<file path="config.mk">
export PLATFORM = sky130hd
export DESIGN_NAME = piso_serializer
export DESIGN_NICKNAME = d
export VERILOG_FILES = /design/src/rtl/piso_serializer_pkg.sv /design/src/rtl/piso_serializer_bit_tick_gen.sv /design/src/rtl/piso_serializer.sv
export SDC_FILE = /design/constraint.sdc
export NUM_CORES = 1
export LEC_CHECK = 0
export CAP_MARGIN = 10
export CORE_ASPECT_RATIO = 1.1
export CORE_MARGIN = 1
export CORE_UTILIZATION = 54
export CTS_BUF_LIST = sky130_fd_sc_hd__clkbuf_8
export DETAILED_ROUTE_END_ITERATION = 7
export PLACE_DENSITY = 0.81
export SLEW_MARGIN = 20
export SYNTH_ARGS = -nofsm -noshare
export SYNTH_HDL_FRONTEND = slang
export SYNTH_HIERARCHICAL = 1
export SYNTH_SLANG_ARGS = --single-unit
</file>
<file path="constraint.sdc">
create_clock -name clk -period 2.2 [get_ports clk]
set_clock_uncertainty 0.15 [all_clocks]
set_input_delay 0.44 -clock clk [delete_from_list [all_inputs] [get_ports clk]]
set_output_delay 0.44 -clock clk [all_outputs]
set_load 0.01 [all_outputs]
</file>
<file path="src/rtl/piso_serializer_pkg.sv">
// Shared types and default parameters for the parallel-in, serial-out serializer.
package piso_serializer_pkg;

  typedef enum logic {
    IDLE  = 1'b0,
    SHIFT = 1'b1
  } state_t;

  localparam int DEF_WIDTH = 8;
  localparam int DEF_DIV   = 1;

endpackage

</file>
<file path="src/rtl/piso_serializer_bit_tick_gen.sv">
// Bit-period timer: counts DIV cycles while enabled and flags the first and last cycle of each period.
module piso_serializer_bit_tick_gen #(
  parameter int DIV = 1
) (
  input  logic clk,
  input  logic rst,
  input  logic en,
  output logic period_start,
  output logic period_end
);

  localparam int CW = (DIV > 1) ? $clog2(DIV) : 1;
  localparam logic [CW-1:0] LAST = CW'(DIV - 1);

  logic [CW-1:0] div_cnt;

  // Held at zero while disabled so every frame starts on a fresh period.
  always_ff @(posedge clk) begin
    if (rst || !en) begin
      div_cnt <= '0;
    end else if (div_cnt == LAST) begin
      div_cnt <= '0;
    end else begin
      div_cnt <= div_cnt + CW'(1);
    end
  end

  assign period_start = en && (div_cnt == '0);
  assign period_end   = en && (div_cnt == LAST);

endmodule

</file>
<file path="src/rtl/piso_serializer.sv">
// Parallel-in, serial-out stage: one-word holding register feeding a shift register,
// streaming frames back to back with a bit strobe and an end-of-frame pulse.
module piso_serializer
  import piso_serializer_pkg::*;
#(
  parameter int WIDTH     = DEF_WIDTH,
  parameter int DIV       = DEF_DIV,
  parameter int MSB_FIRST = 1
) (
  input  logic             clk,
  input  logic             rst,
  input  logic [WIDTH-1:0] in_data,
  input  logic             in_valid,
  output logic             in_ready,
  output logic             ser_out,
  output logic             bit_en,
  output logic             frame_done,
  output logic             busy,
  output state_t           state_dbg
);

  localparam int BW = $clog2(WIDTH);
  localparam logic [BW-1:0] LAST_BIT = BW'(WIDTH - 1);

  state_t           state, state_nxt;
  logic [WIDTH-1:0] hold_q;
  logic [WIDTH-1:0] shreg_q, shreg_nxt;
  logic [BW-1:0]    bit_cnt, bit_cnt_nxt;
  logic             ser_q, ser_nxt;
  logic             in_ready_q, in_ready_nxt;
  logic             hold_full, accept, unload, last_bit;
  logic             period_start, period_end;

  function automatic logic first_bit(input logic [WIDTH-1:0] w);
    return (MSB_FIRST != 0) ? w[WIDTH-1] : w[0];
  endfunction

  function automatic logic [WIDTH-1:0] shift_word(input logic [WIDTH-1:0] w);
    return (MSB_FIRST != 0) ? (w << 1) : (w >> 1);
  endfunction

  piso_serializer_bit_tick_gen #(.DIV(DIV)) u_tick (
    .clk          (clk),
    .rst          (rst),
    .en           (busy),
    .period_start (period_start),
    .period_end   (period_end)
  );

  // Handshake: a word transfers at any edge where in_valid && in_ready; in_ready is a
  // register equal to !hold_full, so a full holding register never accepts at the same edge
  // it is unloaded, and in_ready rises in the cycle after the unload.
  assign hold_full    = !in_ready_q;
  assign accept       = in_valid && in_ready_q;
  assign in_ready_nxt = (in_ready_q && !accept) || unload;
  assign last_bit     = (bit_cnt == LAST_BIT);

  always_comb begin
    state_nxt   = state;
    shreg_nxt   = shreg_q;
    bit_cnt_nxt = bit_cnt;
    ser_nxt     = ser_q;
    unload      = 1'b0;
    case (state)
      IDLE: begin
        if (hold_full) begin
          unload      = 1'b1;
          shreg_nxt   = shift_word(hold_q);
          ser_nxt     = first_bit(hold_q);
          bit_cnt_nxt = '0;
          state_nxt   = SHIFT;
        end
      end
      SHIFT: begin
        if (period_end) begin
          if (!last_bit) begin
            ser_nxt     = first_bit(shreg_q);
            shreg_nxt   = shift_word(shreg_q);
            bit_cnt_nxt = bit_cnt + BW'(1);
          end else if (hold_full) begin
            // Reload on the frame boundary so the next word follows with no gap.
            unload      = 1'b1;
            shreg_nxt   = shift_word(hold_q);
            ser_nxt     = first_bit(hold_q);
            bit_cnt_nxt = '0;
          end else begin
            ser_nxt     = 1'b0;
            bit_cnt_nxt = '0;
            state_nxt   = IDLE;
          end
        end
      end
      default: state_nxt = IDLE;
    endcase
  end

  always_ff @(posedge clk) begin
    if (rst) begin
      state      <= IDLE;
      hold_q     <= '0;
      shreg_q    <= '0;
      bit_cnt    <= '0;
      ser_q      <= 1'b0;
      in_ready_q <= 1'b1;
    end else begin
      state      <= state_nxt;
      shreg_q    <= shreg_nxt;
      bit_cnt    <= bit_cnt_nxt;
      ser_q      <= ser_nxt;
      in_ready_q <= in_ready_nxt;
      if (accept) begin
        hold_q <= in_data;
      end
    end
  end

  assign busy       = (state == SHIFT);
  assign bit_en     = busy && period_start;
  assign frame_done = busy && period_end && last_bit;
  assign ser_out    = ser_q;
  assign in_ready   = in_ready_q;
  assign state_dbg  = state;

endmodule

</file>
Fig. 1: run 1, cell sizes after repair
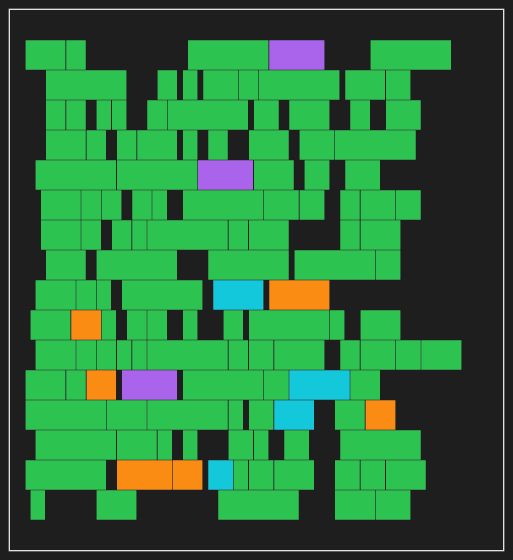
[cyan] drive 2 | cells: 4
[purple] drive 6 and up | cells: 3 | most used: clkbuf_8
[green] drive 1 or less | cells: 118 | most used: dfxtp_1
[orange] drive 3 to 4 | cells: 6 | most used: buf_4
final instance area: 0.001272 sq mm
Syn-to-layout area delta: 17.57%
Setup WS post-layout: 117.1 ps
Plain + repair buffers: 20

Fig. 2: run 1, placement density heat map
Scale bar: 10 um. 9 x 10 tiles, from dark blue (low) to red (high), 0 to 100% covered.
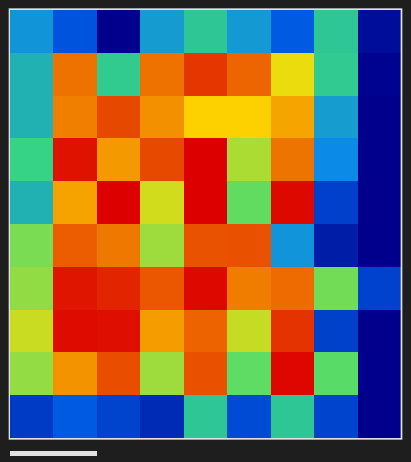
tiles over 75% full: 42%
fullest tile: 100%
mean over tiles: 57%
fp util: 59.41%
Std-Cell Core Area: 0.001822 sq mm
final core occ: 69.85%

==> reports/results.tsv, run 1 <==
stage	metric	value	unit
power_and_ir_drop	peakVddDrop	0.5337	mV
finish	num-nonclk-inverters	2	
sta	setup_viol	0	
clocking	clk_pin_slew_worst_paths	80	ps
worst_hold_path	min_to	hold_q[0]	
synth	yosysCellCount	117	
sta	fmax	480.1	MHz
routing	firstDrtPassIters	3	
worst_setup_path	crit_arrival	1490	ps
placed_design	io_buffer_count	16	
routing	top_layer	met4	
finish	final-clk-cell-share	3.540	%
power_and_ir_drop	clkPwrFrac	29.6	%
synth	ys_sh_mux	6.474	%
finish	regArea	460.4	sq um
power_and_ir_drop	powerComb	0.143	mW
worst_setup_path	crit_type	reg2out	
power_and_ir_drop	power.total	0.8564	mW
routing	routed_wl	1969	um
synth	syn_inst	117	
sta	rsz0062_at_grt	no	
finish	nets	145	
synth	synthDistinctLibCells	29	
synth	ys.flop_type	dfxtp_1	
finish	nonClkBufAreaFrac	14.85	%
finish	stdcell_count	158	
clocking	cts-root-buf	clkbuf_8	
worst_setup_path	rr_worst_depth	6	
synth	area_leaders	dfxtp_1, a21oi_1, mux2i_1, o221ai_1, nand3_1	
finish	fillers	130	
sta	maxSlewViolCount	0	
worst_hold_path	hold_depth	2	
worst_setup_path	setup.worst_path.start	busy	
synth	netlist_area	0.001082	sq mm
synth	synth-warning-count	6	
placed_design	dp.cells	154	
finish	reg.largest.list	hold_q x8, shreg_q x8, bit_cnt x3	
worst_setup_path	crit_path_start_kind	register	
synth	synthArstFlopShare	0	%
clocking	worstSkewPairLatency	260	ps
power_and_ir_drop	seq_power_share	53.7	%
placed_design	post-place-ws	206.6	ps
power_and_ir_drop	pg_clk	0.253	mW
worst_setup_path	r2r-end	shreg_q[0]	
sta	fin_tns_setup	0	ps
clocking	cts_tree	yes	
worst_setup_path	cp_top_family	buffers and inverters	
synth	yosysTopAreaCellShare	42.54	%
routing	drc	0	
sta	hold_viol_final	0	
floorplanning	ioPinCount	17	
worst_setup_path	crit_required	1610	ps
floorplanning	die_h	48.96	um
routing	drt_iter0_markers	23	
worst_hold_path	min_from	hold_q[0]	
clocking	cts.sinks	23	
placed_design	gp_congestion	0.7274	
run_status	status	finished clean	
power_and_ir_drop	p_sw_share	25.20	%
synth	top_cell	dfxtp_1	
synth	ys_seq_share	42.54	%
synth	synthTopLogicFamily	simple AND/OR/NAND/NOR gates	
power_and_ir_drop	combPwrFrac	16.8	%
Fig. 3: run 1, routing congestion map
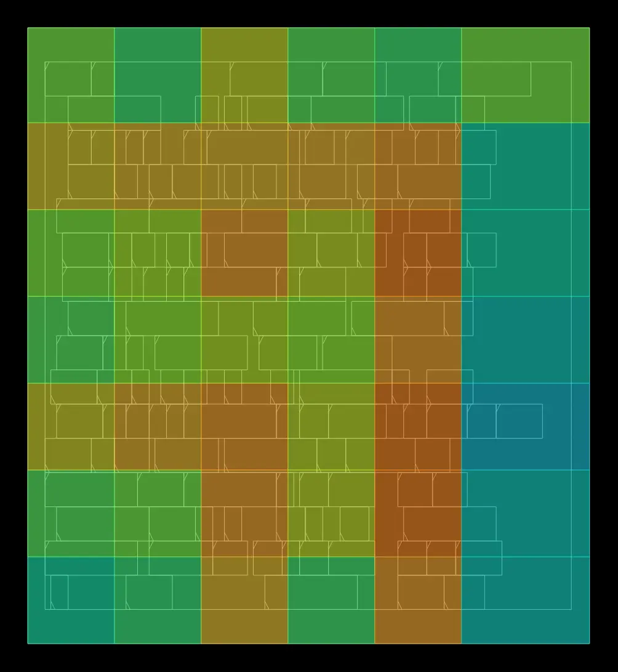
busiest grt layer: met1
GR Layer Usage met1: 31.21%
GRT Total Usage: 21.36%
M3 GR Usage: 4.444%
wire per inst: 12.46 um

Fig. 4: run 1, placed cells, one colour a class
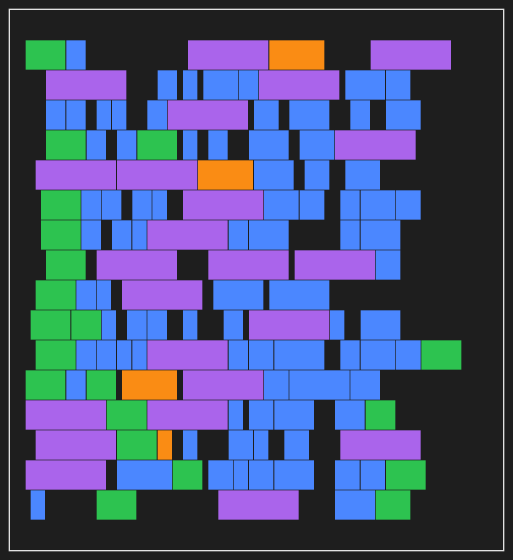

## Run 2: what changed since run 1
--- a/config.mk
+++ b/config.mk
@@ -8,10 +8,11 @@
 export CAP_MARGIN = 10
 export CORE_ASPECT_RATIO = 1.1
 export CORE_MARGIN = 1
-export CORE_UTILIZATION = 54
+export CORE_UTILIZATION = 40
 export CTS_BUF_LIST = sky130_fd_sc_hd__clkbuf_8
 export DETAILED_ROUTE_END_ITERATION = 7
-export PLACE_DENSITY = 0.81
+export PLACE_DENSITY = 0.63
+export REMOVE_ABC_BUFFERS = 1
 export SLEW_MARGIN = 20
 export SYNTH_ARGS = -nofsm -noshare
 export SYNTH_HDL_FRONTEND = slang
Fig. 5: run 2, placed cells, one colour a class
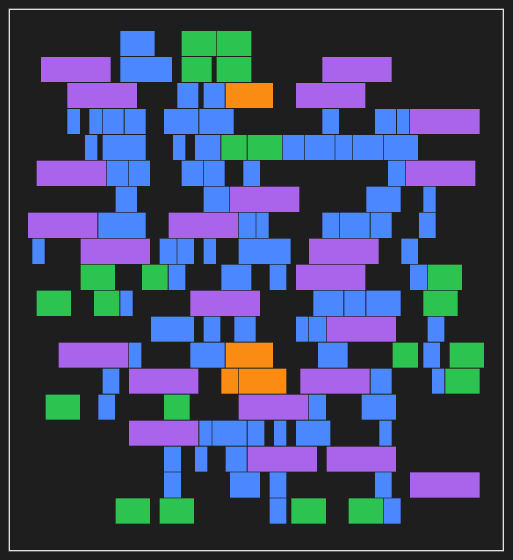
[purple] flip-flops | cells: 23
[green] other buffers and delay cells | cells: 21
[blue] all other logic | cells: 84
[orange] clock drivers and dummy loads | cells: 4
final instance area: 0.001286 sq mm
# rows: 19
Std-Cell Core Area: 0.002520 sq mm
final core occ: 51.04%

Fig. 6: run 2, wire density map
Scale bar: 20 um. 10 x 11 tiles, from dark blue (low) to red (high), scaled to the fullest tile. Values are wire area over tile area, all layers added.
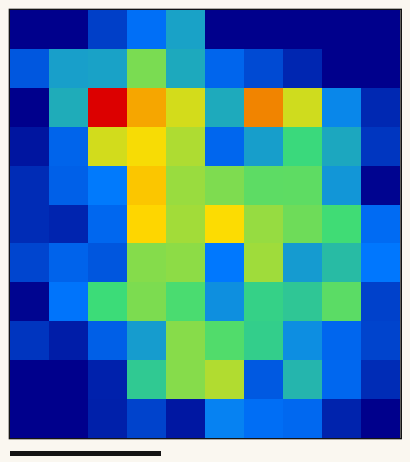
emptiest ninth of the die: lower left
tiles over half the peak: 28%
mean over tiles: 0.12
nearly empty tiles: 16%
DR vias: 867
Routed WL: 2255 um

Fig. 7: run 2, cell sizes after repair
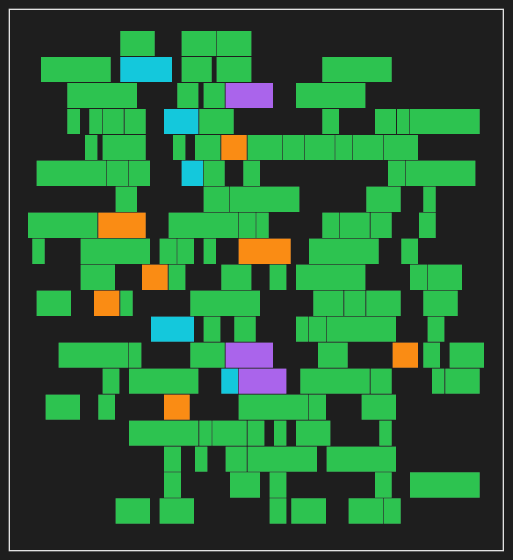
[orange] drive 3 to 4 | cells: 7 | most used: buf_4
[purple] drive 6 and up | cells: 3 | most used: clkbuf_8
[cyan] drive 2 | cells: 5
[green] drive 1 or less | cells: 117 | most used: dfxtp_1
Setup WS post-layout: 105.2 ps
Plain + repair buffers: 21
Syn-to-layout area delta: 18.84%

==> run 2 against run 1 <==
  * Wire length increased by 15%
  * Count of clock-buffer cells in the layout stayed put
  * Critical path depth did not move
  * Sequential power hardly changed
  * Synthesized cell count stayed put
  * Hold slack worse by 12 ps
  * Sequential share of layout area shrank 0.39 points
  * Register-to-register slack got worse by 40 ps
==> reports/results.tsv, run 2 <==
stage	metric	value	unit	change
worst_setup_path	cp_top_family	buffers and inverters		unchanged
worst_hold_path	hold_depth	2		unchanged
floorplanning	die_w	51.60	um	was 44.69 um
global_route	grt_pass1_vias	831		was 799
finish	seq_area_share	35.80	%	was 36.18%
power_and_ir_drop	p_per_area	673.2	mW/mm^2	was 673.1 mW/mm^2
worst_hold_path	min_from	hold_q[1]		was hold_q[0]
worst_setup_path	rr_worst_depth	6		unchanged
power_and_ir_drop	pg_clk	0.259	mW	was 0.253 mW
placed_design	dpl_cell_area	0.001239	sq mm	was 0.001226 sq mm
placed_design	post-place-ws	210.4	ps	was 206.6 ps
synth	ys.flop_type	dfxtp_1		unchanged
routing	drc	0		unchanged
sta	hold_viol_final	0		unchanged
worst_setup_path	r2r-end	shreg_q[0]		unchanged
synth	synthTopLogicFamily	simple AND/OR/NAND/NOR gates		unchanged
synth	top_cell	dfxtp_1		unchanged
worst_setup_path	crit_type	reg2out		unchanged
worst_setup_path	critPathCapture	bit_en		unchanged
placed_design	gp_congestion	0.7219		was 0.7274
global_route	grtUsageTotal	16.94	%	was 21.36%
routing	top_layer	met4		unchanged
synth	synth-warning-count	6		unchanged
power_and_ir_drop	power.total	0.8659	mW	was 0.8564 mW
worst_setup_path	worstReg2RegStart	bit_cnt[0]		unchanged
routing	wl_per_cell	13.83	um	was 12.46 um
clocking	clk_pin_slew_worst_paths	80	ps	about the same
synth	common_cells	dfxtp_1, a21oi_1, nand2_1, nand3_1		unchanged
worst_setup_path	crit_path_start_kind	register		unchanged
power_and_ir_drop	combPwrFrac	17.1	%	was 16.8%
finish	sh_comb_area	41.73	%	was 42.18%
synth	synthDistinctLibCells	29		unchanged
sta	maxSlewViolCount	0		unchanged
clocking	cts.sinks	23		unchanged
synth	ys_sh_mux	6.474	%	unchanged
routing	drt_iter0_markers	9		was 23
clocking	h-tree-depth	1		unchanged
floorplanning	fp_util	42.95	%	was 59.41%
sta	setup_viol	0		unchanged
power_and_ir_drop	powerComb	0.148	mW	was 0.143 mW
synth	yosysCellCount	117		unchanged
finish	num-nonclk-inverters	2		unchanged
run_status	status	finished clean		unchanged
routing	firstDrtPassIters	3		unchanged
sta	rsz0062_at_grt	no		unchanged
clocking	cts_hold_buffers	0		unchanged
synth	yosys_register_bits	23		unchanged
worst_hold_path	min_to	hold_q[1]		was hold_q[0]
floorplanning	die_h	56.56	um	was 48.96 um
placed_design	dp.cells	159		was 154
sta	fin_tns_setup	0	ps	unchanged
synth	synth_adder_area_share	2.312	%	unchanged
power_and_ir_drop	peakVddDrop	0.4762	mV	was 0.5337 mV
synth	netlist_area	0.001082	sq mm	unchanged
finish	nClkBuffers	3		unchanged
finish	final-clk-cell-share	3.599	%	was 3.540%
power_and_ir_drop	p_sw_share	25.69	%	was 25.20%
finish	reg.largest.list	hold_q x8, shreg_q x8, bit_cnt x3		unchanged
synth	syn_inst	117		unchanged
sta	fmax	477.4	MHz	was 480.1 MHz
synth	yosysTopAreaCellShare	42.54	%	unchanged
clocking	cts_tree	yes		unchanged
synth	ys_seq_share	42.54	%	unchanged
finish	nets	146		was 145
worst_setup_path	worst-path-buf-inv	1		unchanged
worst_setup_path	crit_required	1610	ps	about the same
global_route	grt_busiest_layer	met2		was met1
worst_setup_path	crit_arrival	1500	ps	was 1490 ps
global_route	met3_usage	2.710	%	was 4.444%
global_route	use_met1	20.60	%	was 31.21%
power_and_ir_drop	seq_power_share	53.0	%	was 53.7%
finish	layout_top_cell	dfxtp_1		unchanged
synth	synthArstFlopShare	0	%	unchanged
worst_setup_path	worstPathMaxFanout	9		unchanged
finish	nonClkBufAreaFrac	15.27	%	was 14.85%
finish	stdcell_count	163		was 158
clocking	worstSkewPairLatency	260	ps	about the same
clocking	cts-root-buf	clkbuf_8		unchanged
power_and_ir_drop	clkPwrFrac	29.9	%	was 29.6%
synth	area_leaders	dfxtp_1, a21oi_1, mux2i_1, o221ai_1, nand3_1		unchanged
finish	fillers	255		was 130
placed_design	io_buffer_count	16		unchanged
finish	regArea	460.4	sq um	unchanged
floorplanning	ioPinCount	17		unchanged
worst_setup_path	setup.worst_path.start	busy		unchanged
No activity file was given, so power comes from the tool's default toggle rates.
